==> config.mk <==
export PLATFORM = sky130hd
export DESIGN_NAME = ft_tx_arbiter
export DESIGN_NICKNAME = d
export VERILOG_FILES = /design/src/rtl/ft_tx_arbiter.sv
export SDC_FILE = /design/constraint.sdc
export NUM_CORES = 1
export LEC_CHECK = 0
export CORE_AREA = 2 2 73 75
export CTS_CLUSTER_DIAMETER = 100
export DETAILED_ROUTE_END_ITERATION = 8
export DIE_AREA = 0 0 75 77
export GPL_TIMING_DRIVEN = 1
export PLACE_DENSITY = 0.89
export SYNTH_ARGS = -nofsm -noshare
export SYNTH_HDL_FRONTEND = slang
export SYNTH_SLANG_ARGS = --single-unit
==> constraint.sdc <==
create_clock -name clk -period 5.75 [get_ports clk]
set_input_delay 1.15 -clock clk [delete_from_list [all_inputs] [get_ports clk]]
set_output_delay 1.15 -clock clk [all_outputs]
set_load 0.05 [all_outputs]
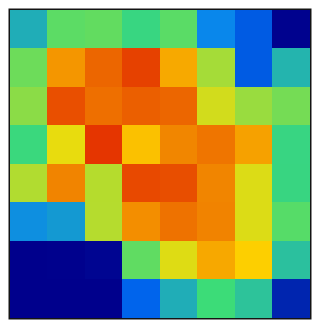
cell_density.png
(4 px per µm) 8 x 8 tiles, from dark blue (low) to red (high), 0 to 100% covered.
mean over tiles	56%
nearly empty tiles	11%
fullest tile	94%
densest ninth of the die	center
Core Footprint: 4977 µm²
Initial Util: 0.4872
Finished Core Util: 0.6737

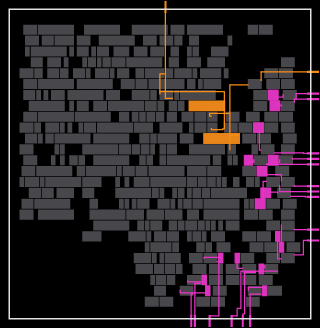
io_fan.png
(4 px per µm)
port	color	direction	end cells	buffers	wire
tx_in	magenta	output	16	16	203 µm
grant	orange	output	2	2	103 µm
port bufs: 76
number of I/O pins: 77

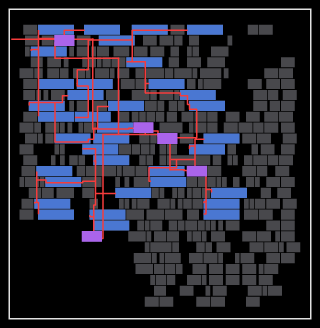
clk_routes.png
(4 px per µm)
[flip-flops] blue | count: 36
[clock wires] red | length: 456 µm
[clock drivers] purple | count: 5
routed clock nets	6
Clock power frac: 0.426
Late-Pin Clk Latency: 0.30 ns
P_clk: 0.000243 W
Fin Clk Skew: 0.01335 ns

==> results.yml <==
# physical design summary
outcome:
  status: "completed"
setup_path:
  crit_top_cell: "clkdlybuf4s50_1"
  crit_cells: 5
  critPathRequiredTime_ns: 4.60
synth:
  yosysTopAreaCell: "dfrtp_1"
  top_area_frac: 0.3715
  top_cells_by_count: "dfrtp_1 (36), nor2_1 (33), nand2_1 (24), mux2i_1 (17), xor2_1 (14)"
  ys_sh_xor: 0.07946
  synthDistinctLibCells: 51
  yosys_area_um2: 2425
clock_network:
  post-cts-setup-buffer-count: 0
final_timing:
  worst_slack_ns: 1.351
  slew_viol_final: 0
finish:
  seq_share: 0.2687
  comb_share: 0.4261
  inv_count: 9
  buf_share: 0.2313
  final_nets: 384
  area_delta_synth_final_pct: 38.29
flow_run:
  cap_violations: 0
  warning_count: 31
hold_path:
  min_path_cells: 1
global_routing:
  gr-usage-met3: 0.04862
  met1_usage: 0.2472
  grt_max_degree: 37
  grt_use_total: 0.2136
  grt_busiest_layer: "met2"
drt:
  avgViaCountPerCell: 5.311
  vias: 2151
  ant_nets: 0
  dr_wl_met2_mm: 2.941
power_and_ir_drop:
  power_density_nw_per_um2: 170.1
  p_leak_nw: 1.588
  powerComb_w: 0.0000740
  pwr-share-seq: 0.444
  power_w: 0.0005703
die:
  row_count: 26
Power figures rest on the tool's default switching activity, not on a simulated workload.
